==> src/rtl/ni_pkg.sv <==
// ni_pkg: flit format constants, type codes and receive FSM states shared by the NI blocks.
package ni_pkg;
   localparam int FLIT_W  = 48;
   localparam int DATA_W  = 16;
   localparam int NODE_AW = 8;
   localparam int LEN_W   = 8;
   localparam int PW_W    = 9;
   localparam int TYPE_LO = 46;
   localparam int SRC_LO  = 38;
   localparam int DEST_LO = 30;
   localparam int LEN_LO  = 22;
   localparam int W0_LO   = 16;
   localparam int W1_LO   = 0;
   typedef enum logic [1:0] {FT_INV = 2'b00, FT_HF = 2'b01, FT_BF = 2'b10, FT_TF = 2'b11} flit_type_e;
   typedef enum logic [2:0] {S_IDLE, S_BODY, S_WR_LO, S_TAIL, S_DROP} rx_state_e;
   function automatic flit_type_e flit_type(input logic [FLIT_W-1:0] f);
      return flit_type_e'(f[TYPE_LO+1:TYPE_LO]);
   endfunction
endpackage

==> src/rtl/ni_rx_csum.sv <==
// ni_rx_csum: 16-bit XOR accumulator folding in two payload words per accumulate.
module ni_rx_csum
   import ni_pkg::*;
(
   input  logic              clk,
   input  logic              rst_n,
   input  logic              clr_i,
   input  logic              acc_i,
   input  logic [DATA_W-1:0] w0_i,
   input  logic [DATA_W-1:0] w1_i,
   output logic [DATA_W-1:0] csum_o
);
   logic [DATA_W-1:0] csum_q, csum_d;
   always_comb csum_d = clr_i ? '0 : acc_i ? csum_q ^ w0_i ^ w1_i : csum_q;
   always_ff @(posedge clk or negedge rst_n)
      if (!rst_n) csum_q <= '0;
      else        csum_q <= csum_d;
   assign csum_o = csum_q;
endmodule

==> src/rtl/ni_rx_sram_writer.sv <==
// ni_rx_sram_writer: NI receive path; filters packets by destination, unpacks body flits
// into pairs of SRAM writes and checks the tail checksum.
module ni_rx_sram_writer
   import ni_pkg::*;
#(
   parameter int SRAM_AW = 10
) (
   input  logic               clk,
   input  logic               rst_n,
   input  logic [NODE_AW-1:0] local_addr_i,
   input  logic [FLIT_W-1:0]  flit_i,
   input  logic               flit_valid_i,
   output logic               flit_ready_o,
   output logic               sram_we_o,
   output logic [SRAM_AW-1:0] sram_addr_o,
   output logic [DATA_W-1:0]  sram_wdata_o,
   output logic [NODE_AW-1:0] pkt_src_o,
   output logic [PW_W-1:0]    pkt_words_o,
   output logic               pkt_done_o,
   output logic               pkt_err_o
);
   rx_state_e          state_q, state_d;
   logic [SRAM_AW-1:0] wr_ptr_q, wr_ptr_d, addr_q, addr_d;
   logic [LEN_W-1:0]   rem_q, rem_d;
   logic [NODE_AW-1:0] src_q, src_d;
   logic [PW_W-1:0]    words_q, words_d;
   logic [2*DATA_W-1:0] bf_q, bf_d;
   logic [DATA_W-1:0]  wdata_q, wdata_d, csum;
   logic               we_q, we_d, done_q, done_d, err_q, err_d, csum_clr, csum_acc, xfer;
   flit_type_e         ft;

   ni_rx_csum u_csum (
      .clk    (clk),
      .rst_n  (rst_n),
      .clr_i  (csum_clr),
      .acc_i  (csum_acc),
      .w0_i   (bf_q[W0_LO +: DATA_W]),
      .w1_i   (bf_q[W1_LO +: DATA_W]),
      .csum_o (csum)
   );

   assign ft           = flit_type(flit_i);
   assign flit_ready_o = state_q != S_WR_LO;
   assign xfer         = flit_valid_i & flit_ready_o;

   always_comb begin
      state_d  = state_q;
      wr_ptr_d = wr_ptr_q;
      rem_d    = rem_q;
      src_d    = src_q;
      words_d  = words_q;
      bf_d     = bf_q;
      addr_d   = addr_q;
      wdata_d  = wdata_q;
      we_d     = 1'b0;
      done_d   = 1'b0;
      err_d    = 1'b0;
      csum_clr = 1'b0;
      csum_acc = 1'b0;
      case (state_q)
         S_IDLE:
            if (xfer) begin
               if (ft != FT_HF) err_d = 1'b1;
               else if (flit_i[DEST_LO +: NODE_AW] != local_addr_i) state_d = S_DROP;
               else begin
                  src_d    = flit_i[SRC_LO +: NODE_AW];
                  rem_d    = flit_i[LEN_LO +: LEN_W];
                  words_d  = '0;
                  csum_clr = 1'b1;
                  state_d  = rem_d == '0 ? S_TAIL : S_BODY;
               end
            end
         S_BODY:
            if (xfer) begin
               if (ft == FT_BF) begin
                  we_d    = 1'b1;
                  addr_d  = wr_ptr_q;
                  wdata_d = flit_i[W0_LO +: DATA_W];
                  bf_d    = flit_i[2*DATA_W-1:0];
                  state_d = S_WR_LO;
               end else begin
                  err_d   = 1'b1;
                  state_d = S_IDLE;
               end
            end
         S_WR_LO: begin
            we_d     = 1'b1;
            addr_d   = wr_ptr_q + SRAM_AW'(1);
            wdata_d  = bf_q[W1_LO +: DATA_W];
            wr_ptr_d = wr_ptr_q + SRAM_AW'(2);
            words_d  = words_q >= PW_W'(509) ? '1 : words_q + PW_W'(2);
            rem_d    = rem_q - LEN_W'(1);
            csum_acc = 1'b1;
            state_d  = rem_d == '0 ? S_TAIL : S_BODY;
         end
         S_TAIL:
            if (xfer) begin
               done_d  = ft == FT_TF && flit_i[DATA_W-1:0] == csum;
               err_d   = !done_d;
               state_d = S_IDLE;
            end
         S_DROP: state_d = xfer && ft == FT_TF ? S_IDLE : S_DROP;
         default: state_d = S_IDLE;
      endcase
   end

   always_ff @(posedge clk or negedge rst_n)
      if (!rst_n) begin
         state_q  <= S_IDLE;
         wr_ptr_q <= '0;
         rem_q    <= '0;
         src_q    <= '0;
         words_q  <= '0;
         bf_q     <= '0;
         addr_q   <= '0;
         wdata_q  <= '0;
         we_q     <= 1'b0;
         done_q   <= 1'b0;
         err_q    <= 1'b0;
      end else begin
         state_q  <= state_d;
         wr_ptr_q <= wr_ptr_d;
         rem_q    <= rem_d;
         src_q    <= src_d;
         words_q  <= words_d;
         bf_q     <= bf_d;
         addr_q   <= addr_d;
         wdata_q  <= wdata_d;
         we_q     <= we_d;
         done_q   <= done_d;
         err_q    <= err_d;
      end

   assign sram_we_o    = we_q;
   assign sram_addr_o  = addr_q;
   assign sram_wdata_o = wdata_q;
   assign pkt_src_o    = src_q;
   assign pkt_words_o  = words_q;
   assign pkt_done_o   = done_q;
   assign pkt_err_o    = err_q;
endmodule

==> config.mk <==
export PLATFORM = sky130hd
export DESIGN_NAME = ni_rx_sram_writer
export DESIGN_NICKNAME = d
export VERILOG_FILES = /design/src/rtl/ni_pkg.sv /design/src/rtl/ni_rx_csum.sv /design/src/rtl/ni_rx_sram_writer.sv
export SDC_FILE = /design/constraint.sdc
export NUM_CORES = 1
export LEC_CHECK = 0
export ABC_AREA = 1
export CORE_ASPECT_RATIO = 2
export CORE_UTILIZATION = 57
export CTS_CLUSTER_SIZE = 30
export DETAILED_ROUTE_END_ITERATION = 8
export HOLD_SLACK_MARGIN = 0.03
export PLACE_DENSITY = 0.86
export SYNTH_ARGS = -nofsm -noshare
export SYNTH_HDL_FRONTEND = slang
export SYNTH_SLANG_ARGS = --single-unit
==> constraint.sdc <==
create_clock -name clk -period 3.47 [get_ports clk]
set_input_delay 0.5205 -clock clk [delete_from_list [all_inputs] [get_ports clk]]
set_output_delay 0.5205 -clock clk [all_outputs]
set_load 0.01 [all_outputs]
Figure 1. Pin placement.
(2 px per um) Pins as bars across the die edge, other pins in gray.
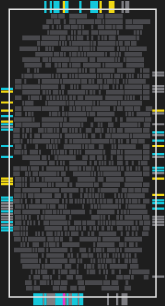
legend:
  `flit_valid_i`:
    color: magenta
    pins: 1
    direction: input
    edge: bottom
  `sram_wdata_o`:
    color: yellow
    pins: 16
    direction: output
    edge: 7 left, 5 top, 4 right
  `flit_i`:
    color: cyan
    pins: 48
    direction: input
    edge: 16 bottom, 12 top, 12 left, 8 right
all pins by edge: 32 bottom, 27 left, 27 right, 20 top
vertical extent of the die: 143 um
port bufs: 105
Die X: 72.6 um

Figure 2. Sequential cells colored by netlist name.
(2 px per um) Other sequential cells in the stronger gray, the rest of the logic in the fainter gray.
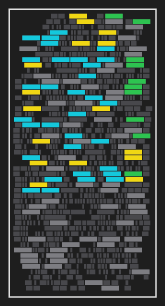
legend:
  `bf_q`:
    color: cyan
    flops: 32
  `sram_wdata_o`:
    color: yellow
    flops: 16
  `sram_addr_o`:
    color: green
    flops: 10
not colored: 56
fraction of standard cell area that is sequential: 38.5%
sequential group power: 2.24 mW
Final Core Density: 76.4%
sequential cell area in the final layout: 2850 um^2

Figure 3. Routing congestion.
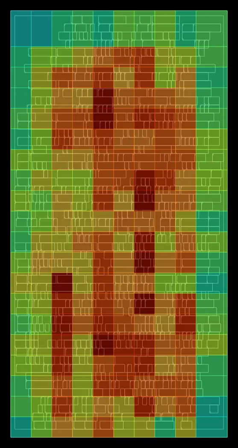
overall routing resource usage: 30.2%
routed len/inst: 15.3 um
GR peak layer: met2

==> reports/highlights.md <==
• clock slew at reported path FFs: 0.05 ns
• total iterations of the first detailed-routing run: 5
• cell-by-cell trace of the critical path: inv_2, nor2_4, nand2_2, nand2_2, nor2_8, inv_4, nand2_4, inv_2, nand2_1, o21ai_1
• CP bufs+invs: 3
• cell resize tally after clock tree synthesis: 0
• Max transition margin: 26.6%
• internal reg-to-reg setup slack: 0.91 ns
• Slew @ Worst Pin: 1.10 ns
• final setup slack of the worst path: 0.910 ns
• Clock power frac: 30.2%
• Pleak: 3.74 nW
• relative contribution of sequential cells to total power: 37.2%
• Yosys warning total: 0
• netlist area before placement: 5680 um^2
• critical path startpoint category: register
• timing startpoint of the critical path: state_q[1]
• Post-DP Area: 6790 um^2
• internal power summed over all cells: 3.95 mW
• crit path DRT: 3.80 ns
• H-tree level count: 4
• Max VDD drop: 549 uV
• last element of the critical path: sram_addr_o[2]
• first-pass GRT wire length: 23.5 mm
• weighted congestion reported at the end of routability-driven placement: 0.917
• count of final setup violators: 0
• Final Max Slew Viols: 0
• synthesized instance count: 682
• number of warnings in the stage logs: 28
• total congestion overflow after global routing: 0
• buffers inserted during post-CTS setup optimization: 0
• # rows: 51
• clock latency of the later-clocked register in the worst-skew pair: 0.41 ns
• Area Overhead vs Synth: 30.5%
• Setup CP Type: reg -> reg
• number of buffers inserted during clock tree synthesis: 17
• count of hold buffers inserted by post-cts repair: 0
• floorplan core area: 9700 um^2
• logic gate share of total power: 32.6%
• slowest stage cell on the critical path: inv_2
• Worst Path Max Fanout: 58
• count of max-cap constraint violations: 0
• Inserted Diodes: 0
• number of DRC markers in iteration 0: 261
• Routed WL: 14.3 mm
• nature of the critical path endpoint: register
• Largest cells by area: dfrtp_1 (50%), nand2_1 (15%), xor2_1 (4.8%)
• yosys stat area: 5680 um^2
• clk root buf: clkbuf_16
• start of the worst register-to-register path: state_q[1]
• mean area per synthesized cell: 8.33 um^2
• Top Layout Cells: nand2_1 (222), dfrtp_1 (114), clkdlybuf4s50_1 (104)
• Total Nets Final: 852
• post-synthesis register bit count: 114
• I/O pins: 106
• Final Hold Slack: 0.164 ns
• pre-CTS setup slack: 0.753 ns
• top cell types by occurrence after synthesis: nand2_1 (222), dfrtp_1 (114), inv_1 (72)
• vias post-DR: 4927
• Primary FF master, synth: dfrtp_1
• most area-hungry cell type in the Yosys netlist: dfrtp_1
• final standard cell count with taps included and fillers excluded: 933
• distinct cell type count of the synthesized netlist: 37
• number of cells in Yosys stat: 682
• HPWL Detailed: 10.1 mm
• ys async rst share: 100%
• sequential fraction of the synthesis area: 50.2%
• Layout Skew: 0.00451 ns
• commonest non-fill, non-tap cell in the layout: nand2_1
• DRC viols: 0
• Yosys top cell area share: 50.2%
• fp_density: 58.5%
• CTS tree: yes
• via count normalized by instance count: 5.28
• sink count of the clock tree: 114
• Post-Syn Nets: 746
• vias in the first global route: 5084
• power dissipated by switching net loads: 2.07 mW
• die area: 10400 um^2
• Final Cycle Share: 73.8%
• antenna violations before repair: 0
• cell area after layout: 7410 um^2
• unrepaired setup endpoints after global routing: no
• power density over the cells: 812 nW/um^2
• Post-Route Setup TNS: 0 ns
• cells on worst reg2reg path: 10
• fill cell instance count of the final layout: 681
• run status: finished clean
• shortest clock period the worst path allows after layout: 2.56 ns
• fmax: 0.391 GHz
• number of stages on the worst setup path: 10
• endpoint of the worst-slack reg-to-reg timing path: sram_addr_o[2]
• Worst Path Arrival: 2.89 ns
• Max Buffers Root-to-Sink: 2
• family of cells with the greatest summed delay on the critical path: buffers and inverters
• fraction of power spent switching nets: 34.4%
• number of endpoints with negative hold slack in the final report: 0
• number of antenna-violating nets in the routed design: 0
• layout cell share with drive strength beyond 1: 7.62%
• number of placed instances with taps included: 901
• comb. cell area: 2390 um^2
• number of synthesized flops with an enable pin: 0
• maximum number of pins on one net before global-route repair: 62
• most instantiated library cell after synthesis: nand2_1
• largest stage delay on the critical path: 0.45 ns
• Hold WC Path Type: in -> async
• overall power consumption: 6.02 mW
worst register-to-register path: cells and delay by family (launching register included):
| kind | cells | cell delay, ns |
|---|---|---|
| compound gates | 1 | 0.12 |
| flops | 1 | 0.44 |
| buf+inv | 3 | 0.98 |
| simple gates | 6 | 0.94 |
sequential cells by signal, indices dropped and copies added (netlist names):
name,cells
sram_wdata_o,16
pkt_src_o,8
rem_q,8
pkt_err_o,1
pkt_done_o,1
state_q,3
sram_addr_o,10
u_csum.csum_o,16
bf_q,32
wr_ptr_q,9
pkt_words_o,9
sram_we_o,1
power by group through the flow:
stage / clock network (mW) / logic (mW) / registers, mW
floorplan: 0 / 1.15 / 2.24
global placement: 0 / 1.85 / 2.22
detailed placement: 0 / 1.93 / 2.24
CTS: 1.82 / 1.97 / 2.23
global route: 1.89 / 2.18 / 2.29
finish: 1.82 / 1.96 / 2.24
cell type report:
class | instances | area share [%]
clock buffers | 18 | 5.79
well taps | 132 | 2.23
flip-flops and latches | 114 | 38.5
multi-input cells | 467 | 32.3
repair buffers | 107 | 14.5
inverters | 81 | 4.14
clock inverters | 14 | 2.55
logic make-up after synthesis:
group                      after synthesis  synth area share [%]
and+or+nand+nor                        321                  23.5
DFF                                    114                  50.2
buffers and inverters                  101                  7.60
AOI/OAI and AO/OA                       87                  9.19
xor gates and xnor gates                54                  8.33
adders and majority gates                5                  1.10
layer usage:
layer / global-route usage [%] / wire [um] / vias to the layer above / share of wire (%)
li1: - / - / 2359 / -
met1: 32.6 / 5410 / 2363 / 38
met2: 53.7 / 7800 / 164 / 55
met3: 6.63 / 602 / 41 / 4.2
met4: 15.8 / 484 / 0 / 3.4
met5: 0 / 0 / - / 0
Power figures rest on the tool's default switching activity, not on a simulated workload.
